$ cat config.mk
export PLATFORM = sky130hd
export DESIGN_NAME = bash_line_arbiter
export DESIGN_NICKNAME = d
export VERILOG_FILES = /design/src/rtl/bash_line_arbiter.sv
export SDC_FILE = /design/constraint.sdc
export NUM_CORES = 1
export LEC_CHECK = 0
export ABC_CLOCK_PERIOD_IN_PS = 1900
export CELL_PAD_IN_SITES_DETAIL_PLACEMENT = 2
export CELL_PAD_IN_SITES_GLOBAL_PLACEMENT = 2
export CORE_UTILIZATION = 23
export CTS_BUF_LIST = sky130_fd_sc_hd__clkbuf_8
export DETAILED_ROUTE_END_ITERATION = 6
export PLACE_DENSITY = 0.85
export SLEW_MARGIN = 10
export SYNTH_ARGS = -nofsm -noshare
export SYNTH_HDL_FRONTEND = slang
export SYNTH_SLANG_ARGS = --single-unit
export TNS_END_PERCENT = 30
$ cat constraint.sdc
create_clock -name clk -period 1.9 [get_ports clk]
set_input_delay 0.38 -clock clk [delete_from_list [all_inputs] [get_ports clk]]
set_output_delay 0.38 -clock clk [all_outputs]
set_load 0.005 [all_outputs]
$ cat src/rtl/bash_line_arbiter.sv
// bash_line_arbiter
//   Shares the single bash output channel (ready/char/next line interface
//   plus solved/ack handshake) between NUM_REQ line-producing command
//   modules. Whole lines are granted round-robin. A line in progress is never
//   interrupted. No new grant is issued while the bash input side is reading
//   out a typed line.
//
// Ports
//   clk, rst      system clock, asynchronous active-high reset
//   req_ready     per requester: has a line to print
//   req_char      per requester current character, slice i = [8i+7:8i]
//   req_next      per requester: advance one character (owner only)
//   req_solved    per requester: line finished pulse
//   req_done      per requester: display acknowledged the line (pulse)
//   con_busy      bash input line is being read out; blocks new grants
//   con_next      display requests next character
//   con_ready     to display: line in progress
//   con_char      to display: current character
//   con_solved    to display: line finished pulse
//   con_ack       display finished processing con_solved
//   grant_valid   a requester owns the channel
//   grant_id      index of the owner (holds its last value while idle)
//   err_timeout   sticky: a line was released because con_ack never came
module bash_line_arbiter #(
  parameter int NUM_REQ     = 4,
  parameter int ID_W        = 2,
  parameter int ACK_TIMEOUT = 1023
) (
  input  logic                 clk,
  input  logic                 rst,
  input  logic [NUM_REQ-1:0]   req_ready,
  input  logic [8*NUM_REQ-1:0] req_char,
  output logic [NUM_REQ-1:0]   req_next,
  input  logic [NUM_REQ-1:0]   req_solved,
  output logic [NUM_REQ-1:0]   req_done,
  input  logic                 con_busy,
  input  logic                 con_next,
  output logic                 con_ready,
  output logic [7:0]           con_char,
  output logic                 con_solved,
  input  logic                 con_ack,
  output logic                 grant_valid,
  output logic [ID_W-1:0]      grant_id,
  output logic                 err_timeout
);

  localparam int              CNT_W    = $clog2(ACK_TIMEOUT + 1);
  // The counter reads 0 in the first WAIT_ACK cycle, so this value marks the
  // ACK_TIMEOUT-th cycle spent waiting.
  localparam logic [CNT_W-1:0] CNT_LAST = CNT_W'(ACK_TIMEOUT - 1);
  localparam logic [ID_W-1:0]  ID_LAST  = ID_W'(NUM_REQ - 1);

  typedef enum logic [1:0] {
    ST_IDLE     = 2'd0,
    ST_STREAM   = 2'd1,
    ST_WAIT_ACK = 2'd2
  } state_e;

  state_e               state_q, state_d;
  logic [ID_W-1:0]      rr_ptr_q, rr_ptr_d;
  logic [ID_W-1:0]      grant_id_q, grant_id_d;
  logic                 grant_valid_q, grant_valid_d;
  logic                 con_solved_q, con_solved_d;
  logic                 err_timeout_q, err_timeout_d;
  logic [NUM_REQ-1:0]   req_done_q, req_done_d;
  logic [CNT_W-1:0]     cnt_q, cnt_d;
  logic [ID_W:0]        pick_s;

  // Round-robin search: first set bit of ready at or after start, wrapping.
  // Returns {found, index}. Walking offsets from high to low and overwriting
  // leaves the smallest offset as the winner.
  function automatic logic [ID_W:0] rr_pick(input logic [NUM_REQ-1:0] ready,
                                            input logic [ID_W-1:0]    start);
    logic [ID_W:0] res;
    int            idx;
    res = {(ID_W+1){1'b0}};
    for (int k = NUM_REQ - 1; k >= 0; k--) begin
      idx = int'(start) + k;
      if (idx >= NUM_REQ) begin
        idx = idx - NUM_REQ;
      end else begin
        idx = idx;
      end
      if (ready[ID_W'(idx)]) begin
        res = {1'b1, ID_W'(idx)};
      end else begin
        res = res;
      end
    end
    return res;
  endfunction

  // Candidate for the next grant.
  always_comb begin
    pick_s = rr_pick(req_ready, rr_ptr_q);
  end

  // Next-state logic and the combinational channel pass-through.
  always_comb begin
    state_d       = state_q;
    rr_ptr_d      = rr_ptr_q;
    grant_id_d    = grant_id_q;
    grant_valid_d = grant_valid_q;
    con_solved_d  = 1'b0;
    req_done_d    = {NUM_REQ{1'b0}};
    cnt_d         = cnt_q;
    err_timeout_d = err_timeout_q;
    con_ready     = 1'b0;
    con_char      = 8'h00;
    req_next      = {NUM_REQ{1'b0}};
    case (state_q)
      ST_IDLE: begin
        if (!con_busy && pick_s[ID_W]) begin
          grant_id_d    = pick_s[ID_W-1:0];
          grant_valid_d = 1'b1;
          state_d       = ST_STREAM;
        end else begin
          state_d = ST_IDLE;
        end
      end
      ST_STREAM: begin
        // con_busy is deliberately not looked at: the line always completes.
        con_ready            = req_ready[grant_id_q];
        con_char             = req_char[{grant_id_q, 3'b000} +: 8];
        req_next[grant_id_q] = con_next;
        if (req_solved[grant_id_q]) begin
          con_solved_d = 1'b1;
          cnt_d        = {CNT_W{1'b0}};
          state_d      = ST_WAIT_ACK;
        end else begin
          state_d = ST_STREAM;
        end
      end
      ST_WAIT_ACK: begin
        // An ack in the limit cycle wins, so it is not flagged as a timeout.
        if (con_ack || (cnt_q == CNT_LAST)) begin
          req_done_d[grant_id_q] = 1'b1;
          rr_ptr_d      = (grant_id_q == ID_LAST) ? {ID_W{1'b0}}
                                                  : grant_id_q + ID_W'(1'b1);
          grant_valid_d = 1'b0;
          err_timeout_d = err_timeout_q | ~con_ack;
          state_d       = ST_IDLE;
        end else begin
          cnt_d = cnt_q + CNT_W'(1'b1);
        end
      end
      default: begin
        state_d       = ST_IDLE;
        grant_valid_d = 1'b0;
      end
    endcase
  end

  // State and registered-output update.
  always_ff @(posedge clk or posedge rst) begin
    if (rst) begin
      state_q       <= ST_IDLE;
      rr_ptr_q      <= {ID_W{1'b0}};
      grant_id_q    <= {ID_W{1'b0}};
      grant_valid_q <= 1'b0;
      con_solved_q  <= 1'b0;
      err_timeout_q <= 1'b0;
      req_done_q    <= {NUM_REQ{1'b0}};
      cnt_q         <= {CNT_W{1'b0}};
    end else begin
      state_q       <= state_d;
      rr_ptr_q      <= rr_ptr_d;
      grant_id_q    <= grant_id_d;
      grant_valid_q <= grant_valid_d;
      con_solved_q  <= con_solved_d;
      err_timeout_q <= err_timeout_d;
      req_done_q    <= req_done_d;
      cnt_q         <= cnt_d;
    end
  end

  assign grant_valid = grant_valid_q;
  assign grant_id    = grant_id_q;
  assign con_solved  = con_solved_q;
  assign req_done    = req_done_q;
  assign err_timeout = err_timeout_q;

endmodule

==> impl_metrics.toml, run 1 <==
# implementation run metrics
[floorplanning]
fp-utilization_pct = 23.7

[timing]
rsz0062_at_grt = "true"
fin_ws_ps = -215
finalSetupViolCount = 23

[drt]
met3_length_um = 106
ant_nets = 0
drt_iter0_markers = 79

[logic_synthesis]
ys.flop_type = "dfrtp_1"
synthTopCellsByCount = "23 x dfrtp_1, 15 x and2_1, 12 x inv_1"
ys.flops = 23
synthArstFlopShare_pct = 100
netlist_area_um2 = 1600
adder_share_pct = 7.04
postSynthSeqShare_pct = 36.0
edf_count = 0

[status]
violations = "setup timing"
status = "finished with violations"

[placed_design]
dp_cells = 327

[final_layout]
layout-drive-gt1-share_pct = 40.8
mostFrequentLayoutCells = "52 x clkdlybuf4s50_1, 32 x buf_4, 22 x dfrtp_1"

[clocking]
ctsHoldBuffers = 0

[grt]
grt_usage_pct = 21.6
run 1: worst paths after layout:
path / start / to / slack (ps)
worst max-delay path: grant_id[0] / cnt_q[5] / -210
worst min-delay path: rst / req_done[1] / 470
worst max register to register: grant_id[0] / cnt_q[5] / -210
worst min register to register: err_timeout / err_timeout / 540
max in group asynchronous: rst / grant_id[0] / 1160
min in group clk: err_timeout / err_timeout / 540
run 1: final cells by class:
cell class                 instances  area (um2)
multi-input combinational        112        1050
fill                             715        3860
tap                               80         100
inverter                          12        47.5
clock buffer                       3        41.3
clock inverter                     1        5.00
timing repair buffer             111        1070
sequential                        23         577
run 1: report_power, final:
group	switching [mW]	internal [mW]	total, mW
clock	0.167	0.146	0.313
sequential	0.0979	0.598	0.696
combinational	1.19	1.50	2.69
total	1.46	2.24	3.70
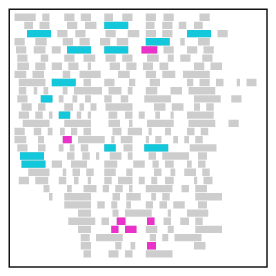
**Above:** run 1 (logic cells by family).
Drawn at 3 px/um.
[multiplexers] cyan | cells: 13
[AND-OR and OR-AND gates] magenta | cells: 7

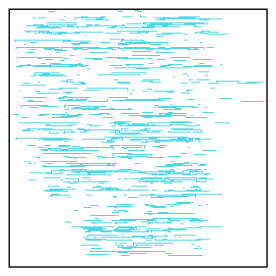
**Above:** run 1 (met1 routing).
Drawn at 3 px/um.
longest straight run: 29.2 um
main direction: horizontal

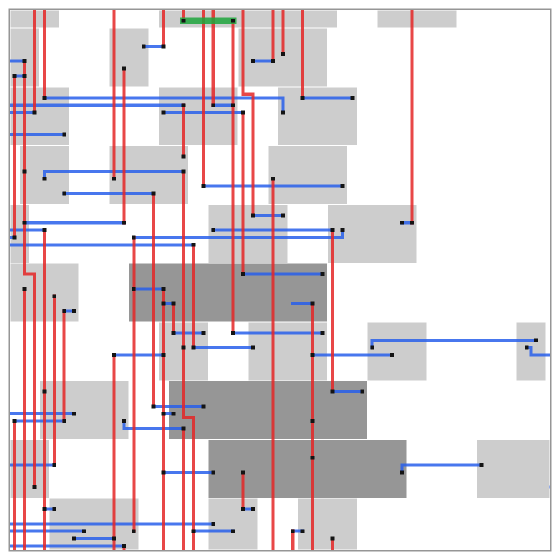
**Above:** run 1 (layout detail).
Window x 52 to 77, y 52 to 77 um. Cells in gray, sequential cells in the stronger gray; small squares are vias.
[met2] red
[met1] blue
[met3] green
netlist names of flops here include: req_done (3)
cells with their middle in the window: 23
sequential cells in the window: 3
most frequent: clkdlybuf4s50_1 (8), and2_1 (3), dfrtp_1 (3)

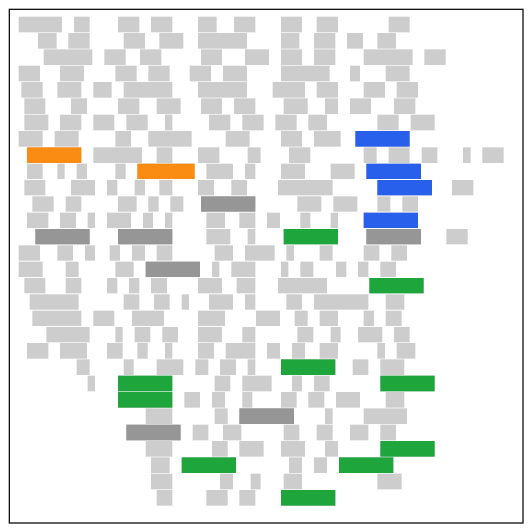
**Above:** run 1 (sequential cells grouped by signal name).
Drawn at 6 px/um. Other sequential cells in the stronger gray, the rest of the logic in the fainter gray.
[cnt_q] green | sequential cells: 10
[req_done] blue | sequential cells: 4
[grant_id] orange | sequential cells: 2

## Run 2: what changed since run 1
SLEW_MARGIN = not set   (was 10)
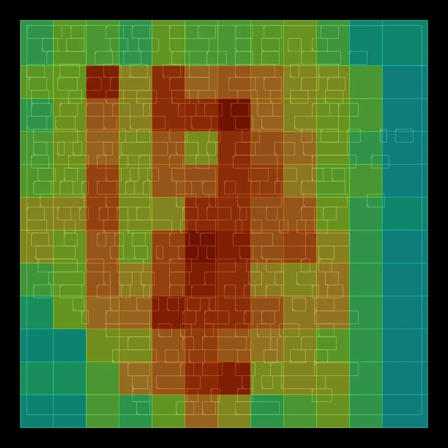
**Above:** run 2 (routing congestion).
routing usage on met3: 1.26%
gr busiest metal: met2
Total GRT Usage: 21.6%
routing usage on met2: 43.0%
DR WL/cell: 23.5 um

==> run 2 against run 1 <==
Compared with the run above: the run still ends with setup timing left; fmax unchanged; utilization unchanged; worst setup slack unchanged; first-iteration DRC count unchanged; combinational power about the same; non-clock buffer count unchanged; register-to-register slack about the same; sequential cell count unchanged; critical path type unchanged; largest power group unchanged.
==> impl_metrics.toml, run 2 <==
# implementation run metrics
[final_layout]
n_fill_cell = 715
clk_share_pct = 1.60
clock_buffers = 3
signal_buffer_area_fraction_pct = 37.1
dominant-cell-class = "buffers"

[timing]
fin_ws_ps = -215
finalSetupViolCount = 23
rsz0062_at_grt = "true"

[power]
internal-power_mw = 2.24
sw_frac_of_total_pct = 39.4
seq_power_share_pct = 18.8
comb-power_mw = 2.69
clock_power_uw = 313
p_clk_share_pct = 8.5
combPwrFrac_pct = 72.7
power.group.top = "combinational cells"

[logic_synthesis]
ys.flop_type = "dfrtp_1"
adder_share_pct = 7.04

[floorplanning]
taps = 80

[drt]
drt_iter0_markers = 79

[setup_path]
reg2reg_to = "cnt_q[5]"

[status]
status = "finished with violations"
violations = "setup timing"

[clocking]
ctsHoldBuffers = 0
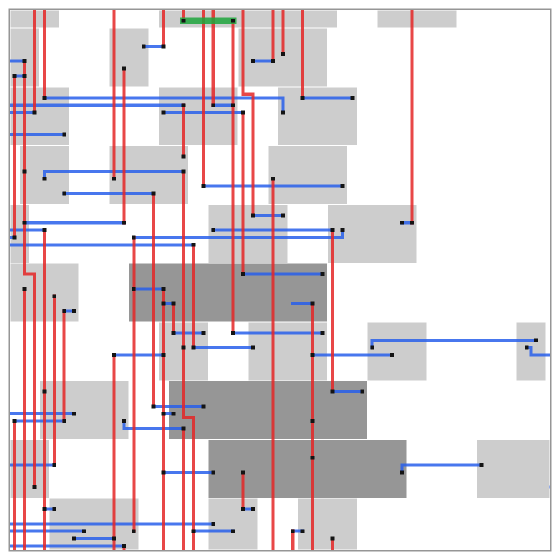
**Above:** run 2 (layout detail).
Window x 52 to 77, y 52 to 77 um. Cells in gray, sequential cells in the stronger gray; small squares are vias.
[met3] green
[met2] red
[met1] blue
sequential cells in the window: 3
most frequent: clkdlybuf4s50_1 (8), and2_1 (3), dfrtp_1 (3)
cells with their middle in the window: 23
netlist names of flops here include: req_done (3)

## run 2: cell families after synthesis
family | count (synthesis)
compound gates | 37
flops | 23
simple gates | 53
fa+ha+maj | 9
buf+inv | 18
mux | 13
## run 2: metal layers
metal,wire length [um],share of wire [%],up-vias
li1,-,-,798
met1,3010,38,943
met2,4630,58,39
met3,106,1.3,17
met4,275,3.4,0
met5,0,0,-
## run 2: repair_timing
action,in CTS,in global routing
buffers inserted,9,2
endpoints found under the setup margin,25,31
pin swaps,16,3
gates resized,79,29
## run 2: critical path, delay by kind of cell (launching register included)
kind | cells | cell delay (ps)
AOI/OAI and AO/OA | 1 | 250
buffers and inverters | 2 | 230
DFF | 1 | 430
and+or+nand+nor | 2 | 580
muxes | 1 | 570
Power and IR drop assume default switching activity.
